[config.mk]
export PLATFORM = sky130hd
export DESIGN_NAME = axis_video_patgen
export DESIGN_NICKNAME = d
export VERILOG_FILES = /design/src/rtl/axis_video_patgen.sv
export SDC_FILE = /design/constraint.sdc
export NUM_CORES = 1
export LEC_CHECK = 0
export ABC_AREA = 1
export ABC_CLOCK_PERIOD_IN_PS = 4000
export CORE_ASPECT_RATIO = 0.9
export CORE_UTILIZATION = 30
export DETAILED_ROUTE_END_ITERATION = 8
export SLEW_MARGIN = 20
export SYNTH_ARGS = -nofsm -noshare
export SYNTH_HDL_FRONTEND = slang
export SYNTH_SLANG_ARGS = --single-unit
[constraint.sdc]
create_clock -name ACLK -period 4 [get_ports ACLK]
set_input_delay 0.8 -clock ACLK [delete_from_list [all_inputs] [get_ports ACLK]]
set_output_delay 0.8 -clock ACLK [all_outputs]
set_load 0.02 [all_outputs]
[src/rtl/axis_video_patgen.sv]
// AXI4-Stream RGB565 test-pattern source: solid, colour bars, checkerboard, ramp.
// Define AXIS_VIDEO_PATGEN_CROSSHAIR_EN to overlay a white crosshair at the screen centre.
module axis_video_patgen #(
    parameter int H_ACTIVE   = 640,
    parameter int V_ACTIVE   = 480,
    parameter int DATA_WIDTH = 16   // project AXI data width; only RGB565 (16) is supported
) (
    input  logic                  ACLK,
    input  logic                  ARESETn,
    input  logic                  enable_i,
    input  logic [1:0]            mode_i,
    input  logic [15:0]           color_i,
    output logic                  m_axis_tvalid,
    input  logic                  m_axis_tready,
    output logic [DATA_WIDTH-1:0] m_axis_tdata,
    output logic                  m_axis_tuser,
    output logic                  m_axis_tlast,
    output logic                  busy_o,
    output logic [15:0]           frame_cnt_o
);

    localparam int XW    = $clog2(H_ACTIVE);
    localparam int YW    = (V_ACTIVE > 2) ? $clog2(V_ACTIVE) : 1;
    localparam int BAR_W = H_ACTIVE / 8;
    localparam int BW    = $clog2(BAR_W);

    typedef enum logic {
        IDLE,
        ACTIVE
    } state_t;

    state_t        state;
    logic [XW-1:0] x;
    logic [YW-1:0] y;
    logic [BW-1:0] bar_pos;
    logic [2:0]    bar_idx;
    logic [1:0]    mode_q;
    logic [15:0]   color_q;

    logic [XW-1:0] nx;
    logic [YW-1:0] ny;
    logic [BW-1:0] nbar_pos;
    logic [2:0]    nbar_idx;
    logic          last_x;
    logic          last_y;
    logic          xfer;
    logic          frame_done;
    logic          start_frame;

    function automatic logic [15:0] bar_color(input logic [2:0] idx);
        logic [15:0] c;
        case (idx)
            3'd0:    c = 16'hFFFF;
            3'd1:    c = 16'hFFE0;
            3'd2:    c = 16'h07FF;
            3'd3:    c = 16'h07E0;
            3'd4:    c = 16'hF81F;
            3'd5:    c = 16'hF800;
            3'd6:    c = 16'h001F;
            default: c = 16'h0000;
        endcase
        return c;
    endfunction

    function automatic logic [15:0] pixel(input logic [1:0]    mode,
                                          input logic [15:0]   color,
                                          input logic [XW-1:0] px,
                                          input logic [YW-1:0] py,
                                          input logic [2:0]    bar);
        logic [15:0] x16;
        logic [15:0] y16;
        logic [15:0] d;
        x16 = 16'(px);
        y16 = 16'(py);
        case (mode)
            2'd0:    d = color;
            2'd1:    d = bar_color(bar);
            2'd2:    d = (x16[3] ^ y16[3]) ? 16'hFFFF : 16'h0000;
            default: d = x16 + y16;
        endcase
`ifdef AXIS_VIDEO_PATGEN_CROSSHAIR_EN
        if (x16 == 16'(H_ACTIVE / 2) || y16 == 16'(V_ACTIVE / 2)) begin
            d = 16'hFFFF;
        end
`endif
        return d;
    endfunction

    assign last_x      = (x == XW'(H_ACTIVE - 1));
    assign last_y      = (y == YW'(V_ACTIVE - 1));
    assign xfer        = m_axis_tvalid && m_axis_tready;
    assign frame_done  = (state == ACTIVE) && xfer && last_x && last_y;
    assign start_frame = enable_i && ((state == IDLE) || frame_done);

    // Raster advance; the bar counter replaces an x / BAR_W divide.
    always_comb begin
        // NOTE: every output gets a default first so no latch can be inferred.
        nx       = x + XW'(1);
        ny       = y;
        nbar_pos = bar_pos + BW'(1);
        nbar_idx = bar_idx;
        if (last_x) begin
            nx       = '0;
            ny       = last_y ? '0 : y + YW'(1);
            nbar_pos = '0;
            nbar_idx = '0;
        end else if (bar_pos == BW'(BAR_W - 1)) begin
            nbar_pos = '0;
            nbar_idx = bar_idx + 3'd1;
        end
    end

    always_ff @(posedge ACLK or negedge ARESETn) begin
        if (!ARESETn) begin
            state         <= IDLE;
            x             <= '0;
            y             <= '0;
            bar_pos       <= '0;
            bar_idx       <= '0;
            mode_q        <= '0;
            color_q       <= '0;
            m_axis_tvalid <= 1'b0;
            m_axis_tdata  <= '0;
            m_axis_tuser  <= 1'b0;
            m_axis_tlast  <= 1'b0;
            busy_o        <= 1'b0;
            frame_cnt_o   <= '0;
        end else begin
            // NOTE: non-blocking assignments so every register sees pre-edge values.
            if (frame_done) begin
                frame_cnt_o <= frame_cnt_o + 16'd1;
            end

            if (start_frame) begin
                state         <= ACTIVE;
                mode_q        <= mode_i;
                color_q       <= color_i;
                x             <= '0;
                y             <= '0;
                bar_pos       <= '0;
                bar_idx       <= '0;
                m_axis_tvalid <= 1'b1;
                m_axis_tdata  <= pixel(mode_i, color_i, '0, '0, 3'd0);
                m_axis_tuser  <= 1'b1;
                m_axis_tlast  <= 1'b0;
                busy_o        <= 1'b1;
            end else if (frame_done) begin
                state         <= IDLE;
                x             <= '0;
                y             <= '0;
                bar_pos       <= '0;
                bar_idx       <= '0;
                m_axis_tvalid <= 1'b0;
                m_axis_tdata  <= '0;
                m_axis_tuser  <= 1'b0;
                m_axis_tlast  <= 1'b0;
                busy_o        <= 1'b0;
            end else if ((state == ACTIVE) && xfer) begin
                x            <= nx;
                y            <= ny;
                bar_pos      <= nbar_pos;
                bar_idx      <= nbar_idx;
                m_axis_tdata <= pixel(mode_q, color_q, nx, ny, nbar_idx);
                m_axis_tuser <= 1'b0;
                m_axis_tlast <= (nx == XW'(H_ACTIVE - 1));
            end
        end
    end

endmodule

==> results.sh <==
# flow metrics
export IMPL_holdBufCountCts=0
export IMPL_fillerInstances=1734
export IMPL_ys_chip_area_sq_um=5070
export IMPL_ys_sh_simple_pct=30.0
export IMPL_grt_max_degree=74
export IMPL_antenna_cells=0
export IMPL_dp_slack_ns=0.728
export IMPL_syn_to_final_growth_pct=20.7
export IMPL_fin_skew_ns=0.0101
export IMPL_slew_viol_final=0
export IMPL_drt_pass1_iter_count=7
export IMPL_cp_arrival_ns=3.50
export IMPL_drt_initial_drc_count=325
export IMPL_comb_cell_share_pct=41.4
export IMPL_final_cell_area_sq_um=6120
export IMPL_path_max_fanout=12
export IMPL_hold_end="m_axis_tuser$_DFFE_PN0P_"
export IMPL_post_route_util_pct=37.5
export IMPL_ys_warn_count=0
export IMPL_r2r_cells=23
export IMPL_finalClockPeriodUsage_pct=80.4
export IMPL_post_cts_buffers=0
export IMPL_die_w_microns=139
export IMPL_ys_async_sr_fraction_pct=100
export IMPL_cts_clk_slew_worst_paths_ns=0.06
export IMPL_fin_crit_ns=3.22
export IMPL_ctsLongestPathBuffers=2
export IMPL_synth_cells=704
export IMPL_nNetsFinal=792
export IMPL_max_stage_delay_ns=0.42
export IMPL_rsz0062_at_grt="false"
export IMPL_r2r_start="x[0]$_DFFE_PN0P_"
export IMPL_insertion_delay_ns=0.35
export IMPL_vias=4618
export IMPL_seq_cells=82
export IMPL_endpoint="m_axis_tdata[10]$_DFFE_PN0P_"
export IMPL_min_delay_start="m_axis_tuser$_DFFE_PN0P_"
export IMPL_warnings=27
export IMPL_combGateArea_sq_um=2530
export IMPL_buf_share_pct=9.78
export IMPL_avgSynthCellArea_sq_um=7.20
export IMPL_cts_resized=0
export IMPL_die_area_sq_um=17400
export IMPL_lay_top_cells="nand2_1 (212), inv_1 (94), dfrtp_1 (82), nand3_1 (60), clkdlybuf4s50_1 (56)"
export IMPL_cp_start_kind="flip-flop"
export IMPL_critPathTopFamily="simple AND/OR/NAND/NOR gates"
export IMPL_required_ns=4.28
export IMPL_area_leaders="dfrtp_1 (40%), nand2_1 (16%), inv_1 (7.0%)"
export IMPL_cp_depth=23
export IMPL_finalSetupViolCount=0
export IMPL_viasPerCell=4.78
export IMPL_cp_slowest_cell="dfrtp_1"
export IMPL_seq_share_pct=33.5
export IMPL_grt_ovfl_total=0
export IMPL_r2r_end="m_axis_tdata[10]$_DFFE_PN0P_"
export IMPL_cp_end_kind="flip-flop"
export IMPL_dpl_cell_area_sq_um=5810
export IMPL_mux_area_share_pct=0.222
export IMPL_grt_pass1_vias=4407
export IMPL_most_common_cell="nand2_1"
export IMPL_ir_worst_vdd_v=0.000251
export IMPL_fp_nets=742
export IMPL_logic_family="simple AND/OR/NAND/NOR gates"
export IMPL_critPathKind="reg -> reg"
export IMPL_synth_top_area_share_pct=40.5
export IMPL_ys_ff=82
export IMPL_seq_area_sq_um=2050
export IMPL_edf_count=0
export IMPL_h_tree_depth=3
export IMPL_cp_buffers_inverters=3
export IMPL_clk_share_pct=4.99
export IMPL_r2r_slack_ns=0.78
export IMPL_yosysTopAreaCell="dfrtp_1"
export IMPL_die_y_microns=125
export IMPL_tightest_slew_ns=0.974
export IMPL_holdPathStages=2
export IMPL_cts_tree="done"
export IMPL_power_density_nw_per_um2=450
export IMPL_crit_top_cell="nand2_1"
export IMPL_hold_viol=0
export IMPL_syn_area_sq_um=5070
export IMPL_gp_congestion=0.853
export IMPL_drt_wl_total_mm=13.1
export IMPL_ys_sh_adder_pct=4.10
export IMPL_largest_class="combinational gates"
export IMPL_p_leak_nw=3.09
export IMPL_drc=0
export IMPL_num_clock_buffers=10
export IMPL_fin_setup_tns_ns=0
export IMPL_fp_util_pct=31.1
export IMPL_dp_cells=950
export IMPL_cts_buffers=9
export IMPL_run_status="complete, no violations"
export IMPL_slew_limit_headroom_pct=35.1
export IMPL_total_power_mw=2.75
export IMPL_yosysCellCount=704
export IMPL_yosys_area_share_aoi_pct=11.2
export IMPL_ys_sh_xor_pct=4.49
export IMPL_layout_top_cell="nand2_1"
export IMPL_top_cells_by_count="nand2_1 (212), inv_1 (94), dfrtp_1 (82)"
export IMPL_whs_ns=0.481
export IMPL_crit_start="x[0]$_DFFE_PN0P_"
export IMPL_clockRootBuffer="clkbuf_16"
export IMPL_ant_nets=0
export IMPL_n_all_inverters=98
export IMPL_row_count=44
export IMPL_antenna_found_initial=0
export IMPL_grt_pass1_wl_mm=22.5
export IMPL_cts_sinks=82
export IMPL_worstHoldPathType="reg -> reg"
export IMPL_dominantRegCellSynth="dfrtp_1"
export IMPL_synth_cell_types=36
export IMPL_n_tap_cell=207
export IMPL_core_sq_um=16300
export IMPL_yosysSeqAreaShare_pct=40.5
export IMPL_stdcell_count=966
export IMPL_cp_cell_sequence="ha_1 > nand2_2 > nor2_4 > nand2_2 > nor2_4 > o21ai_0 > inv_1 > ha_1 > inv_1 > fa_1 > inv_1 > nand3_1 > nand2_1 > nand2_1 > nand2_1 > nand2_1 > nand2_1 > nand2_1 > nand2_1 > nand3_1 > nand2_1 > nand2_1 > nand2_1"
export IMPL_maxCapViolCount=0
export IMPL_fmax_mhz=311
export IMPL_drive_gt1_share_pct=5.27
export IMPL_dp_hpwl_mm=9.48
export IMPL_num_multi_input_gates=502
[state kept, by name, summed over array words and instances, names as in the netlist]
name / cells
frame_cnt_o: 16
m_axis_tuser: 1
color_q: 16
bar_pos: 7
x: 10
m_axis_tlast: 1
state: 1
bar_idx: 3
mode_q: 2
y: 9
m_axis_tdata: 16
[layer usage]
metal | vias to the layer above | share of wire (%) | track usage [%]
met5 | - | 0 | 0
met4 | 0 | 1.4 | 4.71
met3 | 16 | 5.3 | 3.41
met2 | 130 | 45 | 25.0
met1 | 2108 | 49 | 22.6
li1 | 2364 | - | -
[report_power, final]
group          internal, mW  total, mW  switching, mW
logic                 0.328      0.807          0.478
registers             0.968       1.09          0.122
clock network         0.501      0.853          0.353
total                  1.80       2.75          0.953
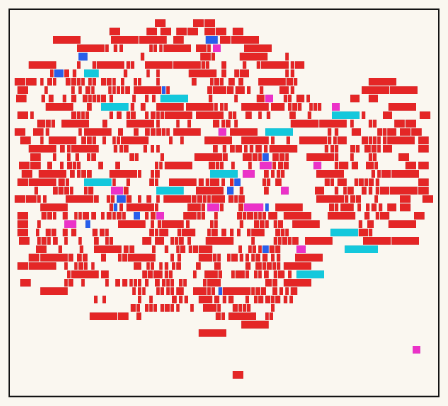
Fig. 1. Drive-strength map.
size	color	cells	share
_3 and _4 cells	magenta	15	2.0%
_0 and _1 cells	red	719	95%
_2 cells	blue	14	1.8%
_6 and larger	cyan	11	1.4%
count of non-CTS buffers in the layout: 61
final setup margin: 0.784 ns

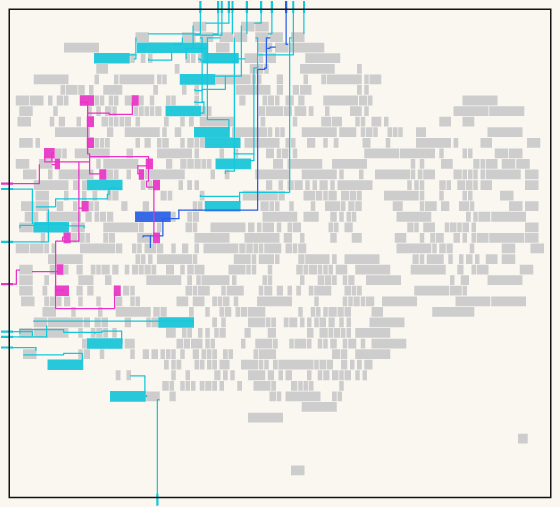
Fig. 2. Nets reached from selected ports.
port	color	bits	direction	edge	end cells	wire
`busy_o`	blue	1	output	top	1	98.8 microns
`m_axis_tdata`	cyan	16	output	10 top, 5 left, 1 bottom	16	607 microns
`mode_i`	magenta	2	input	left	18	190 microns
port bufs: 57
Top-Level Pins: 58

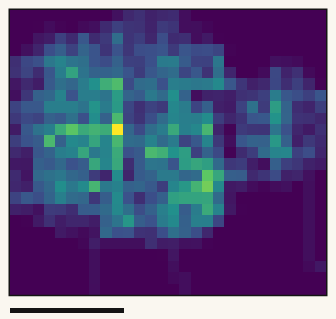
Fig. 3. Signal metal coverage by tile.
Scale bar: 50 microns. 28 x 25 tiles, from dark purple (low) to yellow (high), scaled to the fullest tile. Values are wire area over tile area, all layers added.
fullest tile	0.66
densest ninth of the die	middle
nearly empty tiles	33%
mean over tiles	0.12
emptiest ninth of the die	bottom right
tiles over half the peak	6.3%
drt wl/cell: 13.5 microns
gr usage total: 16.1%

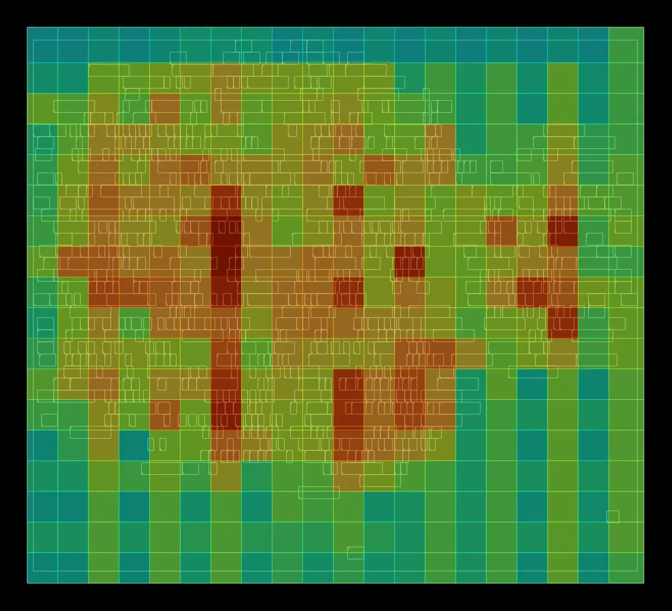
Fig. 4. Track usage over the die.
M3 GR Usage: 3.41%
met1 GRT Util: 22.6%

